`src/rtl/lsu_arbiter.sv`:
```
// Two-master round-robin arbiter and single-outstanding access sequencer
// sitting in front of the load/store unit.
module lsu_arbiter #(
  parameter int RD_LAT = 1,
  parameter int AW     = 32,
  parameter int DW     = 32
) (
  input  logic          i_clk,
  input  logic          i_reset,
  input  logic          i_m0_req,
  input  logic [AW-1:0] i_m0_addr,
  input  logic [DW-1:0] i_m0_wdata,
  input  logic          i_m0_wren,
  input  logic [1:0]    i_m0_size,
  output logic          o_m0_gnt,
  output logic          o_m0_done,
  output logic [DW-1:0] o_m0_rdata,
  input  logic          i_m1_req,
  input  logic [AW-1:0] i_m1_addr,
  input  logic [DW-1:0] i_m1_wdata,
  input  logic          i_m1_wren,
  input  logic [1:0]    i_m1_size,
  output logic          o_m1_gnt,
  output logic          o_m1_done,
  output logic [DW-1:0] o_m1_rdata,
  output logic [AW-1:0] o_lsu_addr,
  output logic [DW-1:0] o_lsu_st_data,
  output logic [1:0]    o_lsu_size,
  output logic          o_lsu_wren,
  input  logic [DW-1:0] i_ld_data,
  output logic          o_busy
);

  typedef enum logic [1:0] {
    IDLE  = 2'd0,
    ISSUE = 2'd1,
    WAIT  = 2'd2
  } state_t;

  localparam logic [2:0] CNT_INIT =
    (RD_LAT > 0) ? 3'(RD_LAT - 1) : 3'd0;

  state_t        state_q, state_d;
  logic [AW-1:0] cmd_addr_q;
  logic [DW-1:0] cmd_wdata_q;
  logic          cmd_wren_q;
  logic [1:0]    cmd_size_q;
  logic          owner_q;
  logic          last_gnt_q;
  logic [2:0]    cnt_q;

  logic win0, win1, done;

  always_comb begin
    win0    = 1'b0;
    win1    = 1'b0;
    done    = 1'b0;
    state_d = state_q;
    unique case (state_q)
      IDLE: begin
        // on a tie the master that did not win last time goes first
        win0 = i_m0_req & (~i_m1_req | last_gnt_q);
        win1 = i_m1_req & (~i_m0_req | ~last_gnt_q);
        if (win0 | win1) state_d = ISSUE;
      end
      ISSUE: begin
        if (RD_LAT == 0) begin
          done    = 1'b1;
          state_d = IDLE;
        end else begin
          state_d = WAIT;
        end
      end
      WAIT: begin
        if (cnt_q == 3'd0) begin
          done    = 1'b1;
          state_d = IDLE;
        end
      end
      default: state_d = IDLE;
    endcase
  end

  always_ff @(posedge i_clk) begin
    if (i_reset) begin
      state_q     <= IDLE;
      cmd_addr_q  <= '0;
      cmd_wdata_q <= '0;
      cmd_wren_q  <= 1'b0;
      cmd_size_q  <= 2'b00;
      owner_q     <= 1'b0;
      last_gnt_q  <= 1'b1;
      cnt_q       <= 3'd0;
    end else begin
      state_q <= state_d;
      if (win0 | win1) begin
        owner_q     <= win1;
        last_gnt_q  <= win1;
        cmd_addr_q  <= win1 ? i_m1_addr  : i_m0_addr;
        cmd_wdata_q <= win1 ? i_m1_wdata : i_m0_wdata;
        cmd_wren_q  <= win1 ? i_m1_wren  : i_m0_wren;
        cmd_size_q  <= win1 ? i_m1_size  : i_m0_size;
      end
      if (state_q == ISSUE) cnt_q <= CNT_INIT;
      else if (state_q == WAIT) cnt_q <= cnt_q - 3'd1;
    end
  end

  // a reset cycle never grants or completes anything
  assign o_m0_gnt  = win0 & ~i_reset;
  assign o_m1_gnt  = win1 & ~i_reset;
  assign o_m0_done = done & ~owner_q & ~i_reset;
  assign o_m1_done = done &  owner_q & ~i_reset;

  assign o_m0_rdata = (o_m0_done & ~cmd_wren_q) ? i_ld_data : '0;
  assign o_m1_rdata = (o_m1_done & ~cmd_wren_q) ? i_ld_data : '0;

  assign o_lsu_addr    = cmd_addr_q;
  assign o_lsu_st_data = cmd_wdata_q;
  assign o_lsu_size    = cmd_size_q;
  assign o_lsu_wren    = (state_q == ISSUE) & cmd_wren_q;
  assign o_busy        = (state_q != IDLE);

endmodule

```
`config.mk`:
```
export PLATFORM = sky130hd
export DESIGN_NAME = lsu_arbiter
export DESIGN_NICKNAME = d
export VERILOG_FILES = /design/src/rtl/lsu_arbiter.sv
export SDC_FILE = /design/constraint.sdc
export NUM_CORES = 1
export LEC_CHECK = 0
export CAP_MARGIN = 40
export CORE_MARGIN = 5
export CORE_UTILIZATION = 34
export CTS_CLUSTER_DIAMETER = 60
export DETAILED_ROUTE_END_ITERATION = 10
export MAX_ROUTING_LAYER = met4
export PLACE_DENSITY = 0.81
export SYNTH_ARGS = -nofsm -noshare
export SYNTH_HDL_FRONTEND = slang
export SYNTH_SLANG_ARGS = --single-unit
```
`constraint.sdc`:
```
create_clock -name i_clk -period 2.4 [get_ports i_clk]
set_input_delay 0.48 -clock i_clk [delete_from_list [all_inputs] [get_ports i_clk]]
set_output_delay 0.48 -clock i_clk [all_outputs]
set_load 0.005 [all_outputs]
```
Figure 1. Supply network.
Pins as bars on the die edge. Tap cells in gray.
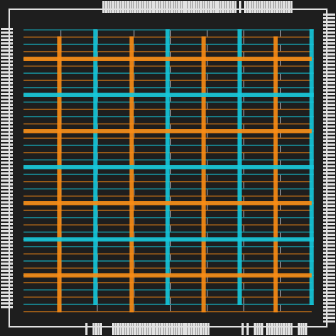
| net | color |
|---|---|
| VDD | cyan |
| VSS | orange |
met4 straps: 8
rows: 39
met5 straps: 7
signal pins: 306
met1 rails: 40

Figure 2. Cells colored by class.
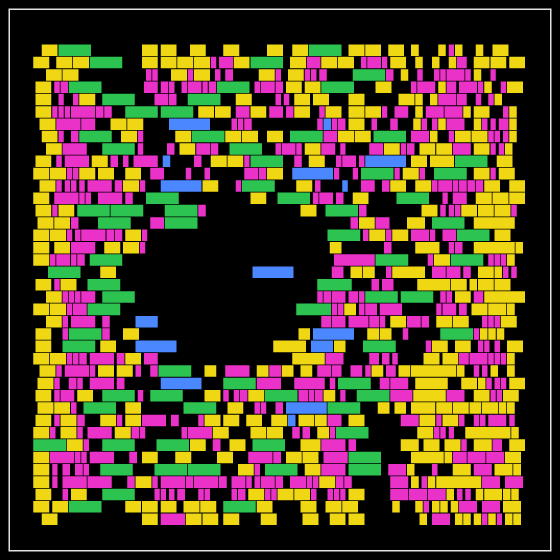
| class | color | cells | share of their area |
|---|---|---|---|
| remaining buffers and delay cells | yellow | 344 | 43% |
| registers | green | 74 | 20% |
| remaining logic cells | magenta | 410 | 33% |
| clock drivers and dummy loads | blue | 15 | 3.6% |
Finished Cell Area: 7740 µm²
core area: 11,500 µm²
flop share of the area: 19.2%
fin util: 67.2%

==> impl_metrics.py <==
# Metrics from the implementation run
metrics = {
    "synthesis": {
        "ys.flop_type": "dfxtp_1",
        "yosysWarningCount": 0,
        "edf_count": 0,
        "fp_nets": 715,
        "ys_chip_area_um2": 4040,
        "top_cells_by_count": "167 x nand2_1, 74 x dfxtp_1, 70 x a21oi_1, 69 x nor2_1, 37 x a311oi_1",
        "yosysTopAreaCell": "dfxtp_1",
        "avgSynthCellArea_um2": 7.44,
        "synth.most_common_cell": "nand2_1",
    },
    "final_layout": {
        "buffer_area_share_pct": 42.4,
        "clock_area_share_pct": 3.51,
        "comb-cell-share_pct": 32.1,
        "antenna_cells": 0,
        "synthToLayoutAreaGrowth_pct": 91.5,
        "nNonClkInverters": 9,
        "lay_top_cells": "237 x clkdlybuf4s50_1, 167 x nand2_1, 72 x dfxtp_1",
        "fin_nets": 1011,
        "final_common_cell": "clkdlybuf4s50_1",
        "fillerInstances": 905,
        "regArea_um2": 1480,
        "largest_class": "buffers",
    },
    "sta": {
        "fin_crit_sh_pct": 106,
        "worst_hold_slack_ns": 0.518,
        "relSlewSlack_pct": 48.1,
        "setup_viol": 23,
        "layout_setup_ws_ns": -0.137,
        "rsz0062_at_grt": "yes",
        "timing_hold_violations_final": 0,
    },
    "floorplanning": {
        "tap_cells": 143,
        "die_w_um": 119,
        "num_rows": 39,
        "die.size.y_um": 119,
        "die-area_um2": 14200,
        "fp_util_pct": 35.1,
    },
    "critical_path": {
        "r2r_cells": 6,
        "worstPathMaxFanout": 5,
        "setup.worst_path.class": "reg -> out",
        "cpLargestDelayFamily": "simple AND/OR/NAND/NOR gates",
        "rr_endpoint": "o_lsu_st_data[21]",
        "r2r_slack_ns": 0.28,
        "crit_buf_inv": 5,
        "crit_path_max_incr_delay_ns": 0.52,
        "cp_slowest_cell": "or4b_4",
        "cp-end-kind": "primary output",
    },
    "cts": {
        "post_cts_resized": 214,
        "numCtsBuffers": 9,
        "clkSinkCount": 74,
        "cts_buffer_depth": 2,
        "htreeDepth": 3,
    },
    "routing": {
        "drc": 0,
        "routed_wirelength_um": 18600,
        "drtPass1Iterations": 5,
        "vias_per_cell": 5.39,
        "ant_nets": 0,
        "drtIter0Drc": 379,
    },
    "global_route": {
        "grt_pass1_wl_um": 27400,
        "met1_usage_pct": 26.1,
        "grt_max_degree": 72,
        "grt.busiest_layer": "met2",
        "grt_pass1_vias": 5132,
    },
    "pwr": {
        "largestPowerGroup": "sequential cells",
        "pwr-share-seq_pct": 35.7,
        "p_int_mw": 2.88,
        "vdd_drop_max_mv": 0.382,
        "leakage_nw": 3.18,
        "comb_power_mw": 1.39,
    },
    "run_status": {
        "violations": "setup timing",
        "status": "finished with violations",
    },
    "placement": {
        "place_inst": 952,
        "hpwlAfterDp_um": 13000,
    },
    "run": {
        "warning_count": 29,
        "maxCapViolations": 0,
    },
    "hold_path": {
        "hold_path.class": "reg -> reg",
        "holdPathStages": 2,
        "hold_path_end": "o_lsu_addr[9]",
    },
}
Figure 3. Clock distribution.
Bar = 20 µm.
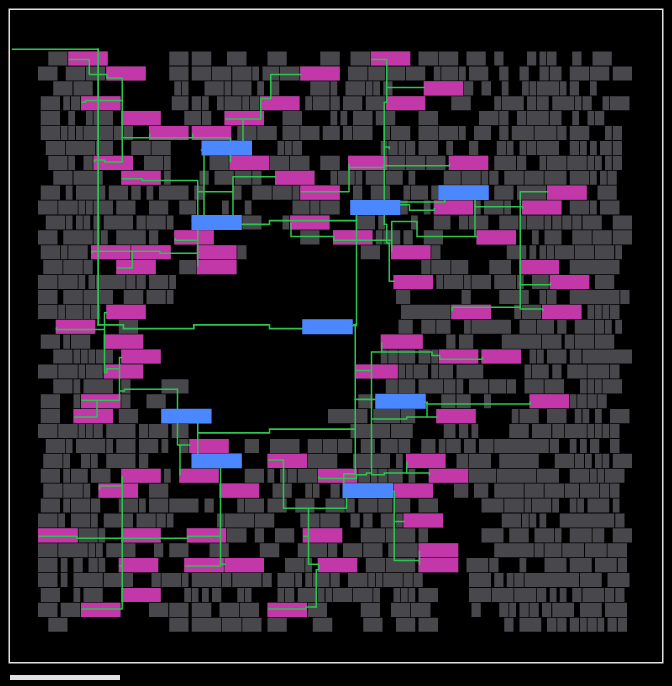
[clock wires] green | length: 1,030 µm
[flip-flops] magenta | count: 74
[clock-net drivers] blue | count: 9
routed clock nets: 10
clk latency late pin: 0.33 ns
clock group share of total power: 30.3%
clock network power: 1.24 mW
final clock skew: 0.00544 ns

Figure 4. Metal layers overlaid.
Bar = 20 µm.
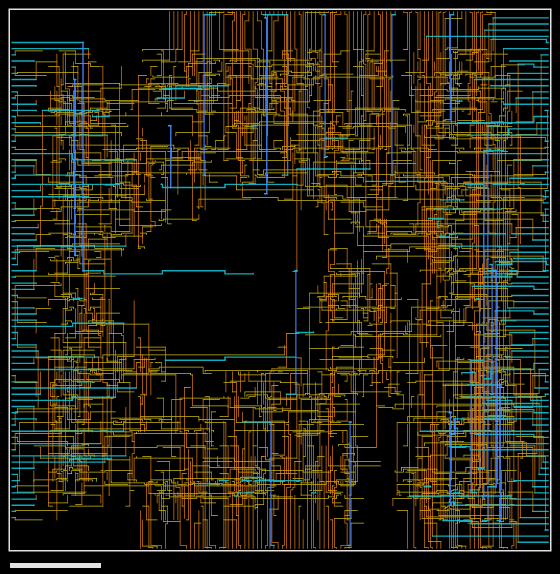
| layer | color | wire length |
|---|---|---|
| M2 | orange | 9,540 µm |
| M3 | cyan | 1,710 µm |
| M4 | blue | 757 µm |
| M1 | yellow | 6,630 µm |
GRT Total Usage: 24.6%
DR WL/cell: 18.9 µm

==> cell families after synthesis <==
| kind of cell | share of synthesized area, % |
|---|---|
| flip-flops | 36.7 |
| AND-OR/OR-AND | 29.4 |
| buffers and inverters | 8.33 |
| XOR/XNOR | 0.217 |
| AND/OR/NAND/NOR | 24.7 |
| adder cells (fa/ha/maj) | 0.619 |
==> through the flow <==
stage                     cell area [µm²]  TNS, ns  setup slack (ns)  util, %  total power [mW]
after floorplan                      4040        0             0.486        -              2.06
after global placement               7180    -2.85            -0.110     62.4              2.79
after detailed placement             7180    -3.65           -0.0978     62.4              2.82
after CTS                            7590    -2.37            -0.177     65.9              4.09
after global routing                 7740    -2.93            -0.197     67.2              4.30
final                                7740   -0.866            -0.137     67.2              4.10
No activity file was given, so power comes from the tool's default toggle rates.
